$ cat config.mk
export PLATFORM = sky130hd
export DESIGN_NAME = vedic_mac_8x8
export DESIGN_NICKNAME = d
export VERILOG_FILES = /design/src/rtl/vedic_pkg.sv /design/src/rtl/vedic_8X8.sv /design/src/rtl/vedic_mac_8x8.sv
export SDC_FILE = /design/constraint.sdc
export NUM_CORES = 1
export LEC_CHECK = 0
export CAP_MARGIN = 20
export CORE_MARGIN = 5
export CORE_UTILIZATION = 55
export CTS_CLUSTER_SIZE = 12
export DETAILED_ROUTE_END_ITERATION = 7
export HOLD_SLACK_MARGIN = 0.08
export PLACE_DENSITY = 0.77
export SLEW_MARGIN = 20
export SYNTH_ARGS = -nofsm -noshare
export SYNTH_HDL_FRONTEND = slang
export SYNTH_SLANG_ARGS = --single-unit
$ cat constraint.sdc
create_clock -name clk -period 18 [get_ports clk]
set_input_delay 3.6 -clock clk [delete_from_list [all_inputs] [get_ports clk]]
set_output_delay 3.6 -clock clk [all_outputs]
set_load 0.03 [all_outputs]
$ cat src/rtl/vedic_pkg.sv
// vedic_pkg: shared FSM state type and pipeline constants for the Vedic MAC
package vedic_pkg;
    typedef enum logic [1:0] {IDLE, RUN, DRAIN, DONE} state_t;
    localparam int PROD_W    = 16;
    localparam int DRAIN_CYC = 2;
endpackage

$ cat src/rtl/vedic_8X8.sv
// vedic_8X8: combinational 8x8 unsigned multiplier built from Urdhva-Tiryagbhyam partial products
module vedic_8X8 (
    input  logic [7:0]  a,
    input  logic [7:0]  b,
    output logic [15:0] p
);
    function automatic logic [3:0] v2(input logic [1:0] x, input logic [1:0] y);
        logic [1:0] t, u;
        t = {1'b0, x[1] & y[0]} + {1'b0, x[0] & y[1]};
        u = {1'b0, x[1] & y[1]} + {1'b0, t[1]};
        return {u, t[0], x[0] & y[0]};
    endfunction
    function automatic logic [7:0] v4(input logic [3:0] x, input logic [3:0] y);
        logic [3:0] ll, hl, lh, hh;
        ll = v2(x[1:0], y[1:0]);
        hl = v2(x[3:2], y[1:0]);
        lh = v2(x[1:0], y[3:2]);
        hh = v2(x[3:2], y[3:2]);
        return {4'b0, ll} + {2'b0, hl, 2'b0} + {2'b0, lh, 2'b0} + {hh, 4'b0};
    endfunction
    logic [7:0] ll, hl, lh, hh;
    always_comb begin
        ll = v4(a[3:0], b[3:0]);
        hl = v4(a[7:4], b[3:0]);
        lh = v4(a[3:0], b[7:4]);
        hh = v4(a[7:4], b[7:4]);
        p  = {8'b0, ll} + {4'b0, hl, 4'b0} + {4'b0, lh, 4'b0} + {hh, 8'b0};
    end
endmodule

$ cat src/rtl/vedic_mac_8x8.sv
// vedic_mac_8x8: framed multiply-accumulate around a registered vedic_8X8 with result handshake
module vedic_mac_8x8
    import vedic_pkg::*;
#(
    parameter int ACC_W = 24,
    parameter int LEN_W = 8
) (
    input  logic             clk,
    input  logic             rst,
    input  logic             start,
    input  logic [LEN_W-1:0] len,
    input  logic             in_valid,
    output logic             in_ready,
    input  logic [7:0]       a,
    input  logic [7:0]       b,
    output logic             out_valid,
    input  logic             out_ready,
    output logic [ACC_W-1:0] acc_out,
    output logic             overflow,
    output logic             busy
);
    state_t              state_q, state_d;
    logic [LEN_W-1:0]    cnt_q, cnt_d;
    logic [1:0]          dcnt_q, dcnt_d;
    logic [7:0]          a_q, a_d, b_q, b_d;
    logic                s1_v_q, s1_v_d, s2_v_q, s2_v_d;
    logic [PROD_W-1:0]   prod_q, prod_d, prod_w;
    logic [ACC_W-1:0]    acc_q, acc_d;
    logic                ovf_q, ovf_d;
    logic [ACC_W:0]      sum;
    logic                beat;

    vedic_8X8 u_mul (.a(a_q), .b(b_q), .p(prod_w));

    assign in_ready  = state_q == RUN;
    assign out_valid = state_q == DONE;
    assign busy      = state_q != IDLE;
    assign acc_out   = acc_q;
    assign overflow  = ovf_q;
    assign beat      = in_ready && in_valid;

    always_comb begin
        state_d = state_q;
        cnt_d   = cnt_q;
        dcnt_d  = dcnt_q;
        a_d     = beat ? a : a_q;
        b_d     = beat ? b : b_q;
        s1_v_d  = beat;
        s2_v_d  = s1_v_q;
        prod_d  = prod_w;
        sum     = {1'b0, acc_q} + (ACC_W+1)'(prod_q);
        acc_d   = s2_v_q ? sum[ACC_W-1:0] : acc_q;
        ovf_d   = ovf_q | (s2_v_q & sum[ACC_W]);
        case (state_q)
            IDLE: if (start) begin
                acc_d   = '0;
                ovf_d   = 1'b0;
                cnt_d   = len;
                state_d = len != '0 ? RUN : DONE;
            end
            RUN: if (beat) begin
                cnt_d = cnt_q - LEN_W'(1);
                if (cnt_q == LEN_W'(1)) begin
                    state_d = DRAIN;
                    dcnt_d  = 2'(DRAIN_CYC - 1);
                end
            end
            // leaves on the edge that folds the final product into the accumulator
            DRAIN: begin
                dcnt_d  = dcnt_q - 2'd1;
                state_d = dcnt_q == 2'd0 ? DONE : DRAIN;
            end
            DONE: state_d = out_ready ? IDLE : DONE;
            default: state_d = IDLE;
        endcase
    end

    always_ff @(posedge clk) begin
        if (rst) begin
            state_q <= IDLE;
            cnt_q   <= '0;
            dcnt_q  <= '0;
            a_q     <= '0;
            b_q     <= '0;
            s1_v_q  <= 1'b0;
            s2_v_q  <= 1'b0;
            prod_q  <= '0;
            acc_q   <= '0;
            ovf_q   <= 1'b0;
        end else begin
            state_q <= state_d;
            cnt_q   <= cnt_d;
            dcnt_q  <= dcnt_d;
            a_q     <= a_d;
            b_q     <= b_d;
            s1_v_q  <= s1_v_d;
            s2_v_q  <= s2_v_d;
            prod_q  <= prod_d;
            acc_q   <= acc_d;
            ovf_q   <= ovf_d;
        end
    end
endmodule
==> run_1/route_heat.png <==
(3 px per um) The die is cut into 23 by 23 equal tiles; dark blue is low, red is high, scaled to the fullest tile. Values are wire area over tile area, all layers added.
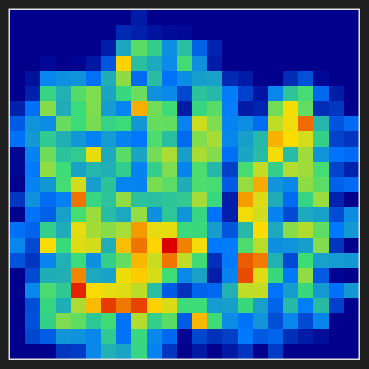
nearly empty tiles	21%
mean over tiles	0.15
tiles over half the peak	26%
fullest tile	0.48
emptiest ninth of the die	top right
Avg WL per Cell: 14.4 um
Total Routing Usage GR: 21.2%
via count: 5123
final WL: 13.3 mm

==> run_1/m2.png <==
(4 px per um)
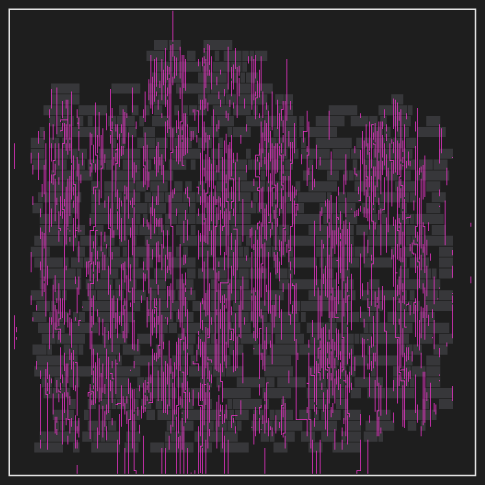
nets with wire on the layer	799
longest straight run	43.2 um
share of all routed wire	51%
main direction	vertical
wire length on this layer	6820 um
routing usage on met2: 39.6%

==> deck_impl_summary.md, run 1 <==
Implementation Results

Setup path
  – RR Startpoint: a_q[0]$_SDFFE_PP0P_
  – CP Capture Type: flop
  – Critical path's slowest cell: fa_1
  – Critical Path Source: a_q[0]$_SDFFE_PP0P_
  – CP startpoint kind: flop
  – R2r worst-path depth: 26
  – Data required, critical path: around 18000 ps
  – Crit path kind: reg2reg
  – Critical Path Sink: prod_q[15]$_SDFF_PP0_
  – Critical Path Fanout Max: 9
  – Max incr delay on CP: 550 ps

Clock network
  – CTS tree: built
  – CTS buffer count: 9
  – Root Driver: clkbuf_16
  – Worst-path clk slew: ~60 ps
  – Worst skew pair latency: ~340 ps
  – # clock sinks: just over 70
  – Post-CTS Resized: 0
  – H-tree depth: 3
  – Number of buffers added for setup after CTS: 0
  – Clk buf depth: 2
  – Hold Buf Count CTS: 0

Routing
  – Metal3 WL: roughly 500 um
  – Via-to-Cell Ratio: 5.53
  – Max layer used: met4
  – Met2 WL post-DR: about 6.8 mm
  – Final ANT Viol Nets: 0

Pwr
  – Top power group: registers
  – Power per cell area: about 56 nW/um^2
  – Seq pwr: between 0.00015 and 0.0002 W
  – Share of power burned in registers: between 40% and 50%
  – P_leak: between 3 and 4 nW
  – Sw Pwr: between 0.0001 and 0.00015 W
  – Clock share of power: 41.1%
  – Power Internal: ~0.00029 W
  – P_clk: roughly 0.00017 W
  – VDD IR max: 0.0000584 V
  – P_comb: 0.0000604 W

Logic synthesis
  – Top-area cell share: a little under a quarter
  – Synth Area per Inst: around 8.5 um^2
  – Cells after Synth: 730
  – Post-synth top area cell: dfxtp_1
  – Post-synth top flop: dfxtp_1
  – Top area cell types: dfxtp_1 23%, ha_1 20%, fa_1 8.4%
  – Async SR Flop Fraction: 0%
  – Yosys warnings: 0
  – Synth top cells by count: 98 x ha_1, 72 x nand2_1, 71 x dfxtp_1, 69 x inv_1, 59 x and2_1
  – # Cells Yosys: 730
  – Synthesized area: about 6200 um^2
  – Yosys top cell by instances: ha_1
  – Syn Nets: around 880
  – Number of synthesized flops with an enable pin: 0
  – Yosys reg bits: 71

Layout
  – Area Growth Syn to Fin: 15.3%
  – Diodes inserted: 0
  – Final std cells w/o fill: roughly 930
  – Nets: roughly 940
  – Layout cell share with drive strength beyond 1: under 10%

Timing
  – Max Freq: about 160 MHz
  – Final hold vios: 0
  – Post-route setup TNS: 0 ps
  – Clk_skew: 5.75 ps
  – # setup viols final: 0
  – Rel. slew slack: 42.5%
  – Slew Limit Fails: 0

Global route
  – Most used routing layer: met2
  – Vias in the first global route: approximately 5.2k
  – Gr ovfl total: 0
  – Global-route wire length before repair: between 20 and 25 mm
  – Largest net degree at the start of global routing: a little under 50
  – Initial antenna violation count: 0

Run status
  – Run status: completed

Floorplanning
  – Ports: 57
  – Starting Density: roughly 57%
  – Chip area: ~13000 um^2
  – Die W: between 100 and 150 um
  – Row cnt: 38

Min path
  – WHS Path Cells: 1
  – HP Start: s1_v_q$_SDFF_PP0_
  – Hold/Removal Path Class: reg2reg

Flow run
  – Tally of OpenROAD warnings: 27

Place
  – Port bufs: between 50 and 60
  – Routability congestion estimate: 0.850
  – Placed Cells: 911
==> run_1/congestion_map.png <==
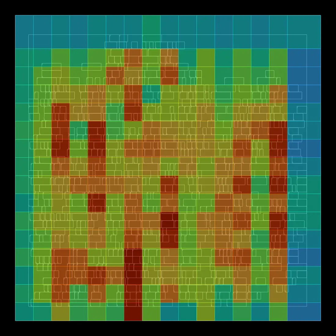
M1 GR Usage: 24.0%
Global Route met3 Usage: 3.83%
post-layout util: 65.4%

==> run_1/pinout.png <==
(4 px per um) Pins as bars across the die edge, other pins in grey.
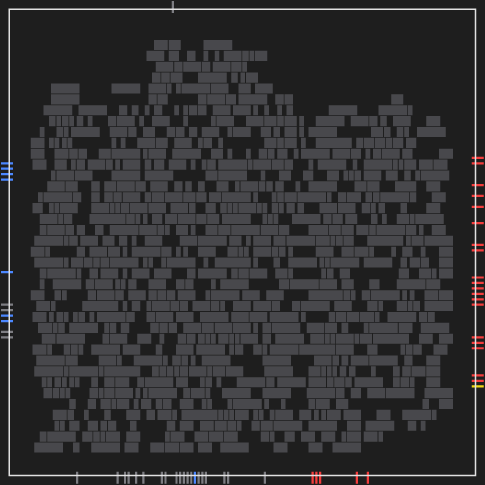
colour	port	pins	direction	edge
red	`acc_out`	24	output	19 right, 5 bottom
yellow	`overflow`	1	output	right
blue	`a`	8	input	7 left, 1 bottom

run 1: state kept, by name, indices dropped and copies added (netlist names):
signal    flops
a_q           8
b_q           8
s1_v_q        1
prod_q       16
cnt_q         8
state_q       2
s2_v_q        1
acc_out      24
overflow      1
dcnt_q        2
run 1: cells in the final DEF, fill, tap and decap left out, drive strengths merged, types with 3 or more instances in the layout:
master and n:
o2111ai 3, clkbuf 11, a211oi 9, clkdlybuf4s50 56
nor3 5, nand4 4, mux2i 11, o21ai 22
a21oi 59, nor2 56, o21a 3, xor2 14
o22ai 6, a21o 23, ha 98, nand3 10
nand2b 3, fa 26, dfxtp 71, nand2 72
or4 3, a31oi 5, nor2b 11, and3 6
o211ai 4, xnor2 34, a41oi 3, and2 59
clkinv 4, inv 71, or3 5, nor4b 3
run 1: final cells by class:
| type | count | area [um^2] |
|---|---|---|
| multi-input cells | 573 | 4450 |
| repair buffers | 57 | 568 |
| clock buffers | 11 | 243 |
| well taps | 140 | 175 |
| inverters | 70 | 263 |
| clock inverters | 5 | 32.5 |
| flip-flops and latches | 71 | 1420 |
| fillers | 928 | 3790 |
run 1: per-stage QoR:
stage	hold WS, ps	instance area [um^2]	setup slack, ps	total power (W)
finish	439	7150	11740	0.000401
detailed placement	432	6870	11710	0.000239
global route	460	7150	11350	0.000422
CTS	445	7150	11700	0.000406
global placement	427	6870	11900	0.000236
floorplan	414	6200	12120	0.000218
run 1: kinds of logic after synthesis:
logic type	synth area share (%)
AND/OR/NAND/NOR	19.8
flip-flops	22.9
adder cells (fa/ha/maj)	28.2
buffers and inverters	5.37
AND-OR/OR-AND	15.2
XOR/XNOR	6.78
multiplexers	1.78
==> inputs of run 2 (changes only) <==
--- a/config.mk
+++ b/config.mk
@@ -7,7 +7,7 @@
 export LEC_CHECK = 0
 export CAP_MARGIN = 20
 export CORE_MARGIN = 5
-export CORE_UTILIZATION = 55
+export CORE_UTILIZATION = 53
 export CTS_CLUSTER_SIZE = 12
 export DETAILED_ROUTE_END_ITERATION = 7
 export HOLD_SLACK_MARGIN = 0.08
==> constraint.sdc (replaced) <==
create_clock -name clk -period 5 [get_ports clk]
set_input_delay 1 -clock clk [delete_from_list [all_inputs] [get_ports clk]]
set_output_delay 1 -clock clk [all_outputs]
set_load 0.03 [all_outputs]
==> run_2/route_heat.png <==
(3 px per um) The die is cut into 24 by 24 equal tiles; dark blue is low, red is high, scaled to the fullest tile. Values are wire area over tile area, all layers added.
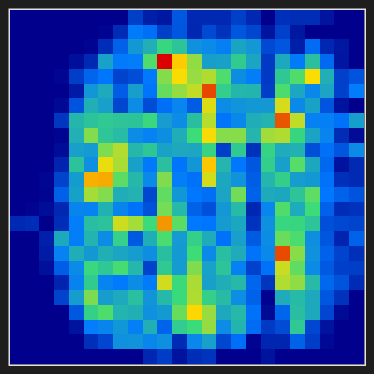
nearly empty tiles	21%
fullest tile	0.67
tiles over half the peak	12%
Total Routing Usage GR: 21.0%
via count: 5466
Avg WL per Cell: 15.4 um

==> run 2 against run 1 <==
Effect of this change:
- the run now ends with negative setup slack left
- first-iteration DRC count rose by 87%
- worst hold slack improved by 2.5 ps
- total power grew to 3.8 times the previous value
- utilization rose by 3.5 points
- combinational power increased to 4.3 times the previous value
- sequential cell count did not move
- setup slack worse by 12000 ps
- sequential power rose to 3.5 times the previous value
- final cell count rose by 5.7%
- critical endpoint unchanged
- largest power group is now the clock network
==> deck_impl_summary.md, run 2 <==
Implementation Results

Setup path
  – CP Depth: 28
  – Max incr delay on CP: 560 ps (about the same)
  – Critical path's slowest cell: fa_2
  – Data required, critical path: 5190 ps (-13020 ps)
  – Crit path kind: reg2reg
  – CP Capture Type: flop
  – Critical Path Fanout Max: 4 (-5)
  – R2r worst-path depth: 28 (+7.7%)
  – CP startpoint kind: flop

Flow run
  – Tally of OpenROAD warnings: 30 (+11%)

Pwr
  – P_leak: 3.76 nW (+7.7%)
  – VDD IR max: 0.000257 V (+340%)
  – Overall power: 0.00153 W (+280%)
  – Power per cell area: 193 nW/um^2 (+240%)

Timing
  – Final hold vios: 0 (unchanged)
  – Max Freq: 174 MHz (+9.1%)
  – RSZ-0062 raised after global routing: yes
  – # setup viols final: 8 (+8)
  – Fin Hold WS: 442 ps (+2.51 ps)
  – Clk_skew: 13.0 ps (+7.20 ps)
  – Final WS setup: -743 ps (-12480 ps)
  – Slew Limit Fails: 0 (unchanged)
  – Rel. slew slack: 40.3% (-2.2 points)

Routing
  – # DRC: 0
  – Via-to-Cell Ratio: 5.58 (+0.93%)
  – DRT iter0 DRCs: between 300 and 400
  – Final ANT Viol Nets: 0 (unchanged)
  – Final WL: 15.1 mm (+13%)

Global route
  – Largest net degree at the start of global routing: 49 (unchanged)
  – Global-route wire length before repair: 24.8 mm (+6.8%)
  – Vias in the first global route: 5472 (+4.5%)
  – Initial antenna violation count: 0 (unchanged)
  – Gr ovfl total: 0 (unchanged)

Min path
  – WHS Path Cells: 1 (unchanged)
  – Hold/Removal Path Class: reg2reg

Clock network
  – CTS buffer count: 9 (unchanged)
  – # clock sinks: 71 (unchanged)
  – Clk buf depth: 2 (unchanged)
  – Root Driver: clkbuf_16
  – Hold Buf Count CTS: 0 (unchanged)
  – Worst skew pair latency: 340 ps (about the same)
  – Worst-path clk slew: 60 ps (about the same)
  – H-tree depth: 3 (unchanged)
  – CTS tree: built

Layout
  – # fillers: 862 (-7.1%)
  – Diodes inserted: 0 (unchanged)
  – Layout cell share with drive strength beyond 1: 17.1% (+13 points)
  – Max reg flops: 24 (unchanged)
  – Commonest cells after routing, fill and taps aside: 86 x ha_1, 72 x nand2_1, 68 x dfxtp_1
  – Area Growth Syn to Fin: 27.3%
  – Commonest Layout Cell: ha_1
  – Design area: 7900 um^2 (+10%)
  – Post-layout util: 68.8% (+3.5 points)
  – Nets: 985 (+5.3%)

Logic synthesis
  – YS chip area: roughly 6200 um^2
  – Synth top cells by count: 98 x ha_1, 72 x nand2_1, 71 x dfxtp_1, 69 x inv_1, 59 x and2_1
  – Xor/xnor share: 6.78% (unchanged)
  – Post-synth top flop: dfxtp_1
  – Async SR Flop Fraction: 0% (unchanged)
  – Synth Area per Inst: 8.49 um^2 (unchanged)
  – Number of synthesized flops with an enable pin: 0 (unchanged)
  – # Cells Yosys: 730 (unchanged)
  – Top-area cell share: 22.9% (unchanged)
  – Post-synth top area cell: dfxtp_1
  – Yosys simple share: 19.8% (unchanged)
  – Seq share, synth: roughly 23%
  – Synth Area in Compound Gates: 15.2% (unchanged)
  – Main logic family: adder cells
  – Top area cell types: dfxtp_1 23%, ha_1 20%, fa_1 8.4%
  – Syn Nets: 883 (unchanged)
  – Fa+ha+maj area frac: 28.2% (unchanged)
  – Yosys top cell by instances: ha_1
  – Yosys reg bits: 71 (unchanged)
  – Synthesized area: 6200 um^2 (unchanged)
  – Distinct cells, synth: ~55
  – Cells after Synth: 730 (unchanged)
  – MUX share of area: 1.78% (unchanged)
  – Yosys warnings: 0 (unchanged)

Run status
  – Failing checks: negative setup slack
  – Run status: finished with violations

Floorplanning
  – Ports: 57 (unchanged)
  – Starting Density: 54.1% (-2.6 points)
  – Chip area: 14000 um^2 (+3.4%)
  – Placeable Area: approximately 11000 um^2
  – Die W: 118 um (+1.7%)
  – Row cnt: 39 (+2.6%)

Place
  – Routability congestion estimate: 0.848 (-0.26%)
  – Port bufs: 56 (unchanged)
  – Area after DPL: 7310 um^2 (+6.3%)
[run 2: what timing repair did]
action / CTS / global route
endpoints found under the hold margin: 0 / 0
setup buffers: 5 / 6
pin swaps: 23 / 21
resized: 19 / 24
endpoints found under the setup margin: 8 / 8
[run 2: per-layer routing]
layer	wire, um	vias up	global-route usage [%]
met2	7590	151	36.8
met5	0	-	0
met3	664	35	4.35
met1	6460	2579	25.1
met4	374	0	7.89
li1	-	2701	-
[run 2: final timing paths]
path              slack, ps                start                    end
setup reg to reg       -740  b_q[0]$_SDFFE_PP0P_  prod_q[15]$_SDFF_PP0_
hold / removal          440    s1_v_q$_SDFF_PP0_      s2_v_q$_SDFF_PP0_
hold reg to reg         440    s1_v_q$_SDFF_PP0_      s2_v_q$_SDFF_PP0_
setup / recovery       -740  b_q[0]$_SDFFE_PP0P_  prod_q[15]$_SDFF_PP0_
[run 2: power breakdown]
part | leakage (nW) | total, W | switching [W] | internal, W
clock | 0.149 | 0.000649 | 0.000249 | 0.000400
sequential | 0.577 | 0.000620 | 0.0000261 | 0.000594
combinational | 3.03 | 0.000257 | 0.000152 | 0.000105
total | 3.76 | 0.00153 | 0.000427 | 0.00110
[run 2: stage by stage]
stage	instances	setup WS [ps]	setup TNS, ps
after global routing	980	-948	-5120
after detailed placement	954	-734	-3330
final	980	-743	-3710
after CTS	975	-681	-3070
after floorplan	730	-410	-1220
after global placement	954	-539	-2330
[run 2: area by class of cell]
| class | count | area, um^2 | area share [%] |
|---|---|---|---|
| Clock inverter | 5 | 57.6 | 0.729 |
| Clock buffer | 11 | 243 | 3.07 |
| Timing Repair Buffer | 107 | 953 | 12.1 |
| Inverter | 70 | 263 | 3.33 |
| Tap cell | 143 | 179 | 2.27 |
| Multi-Input combinational cell | 573 | 4770 | 60.5 |
| Sequential cell | 71 | 1430 | 18.1 |
No activity file was given, so power comes from the tool's default toggle rates.
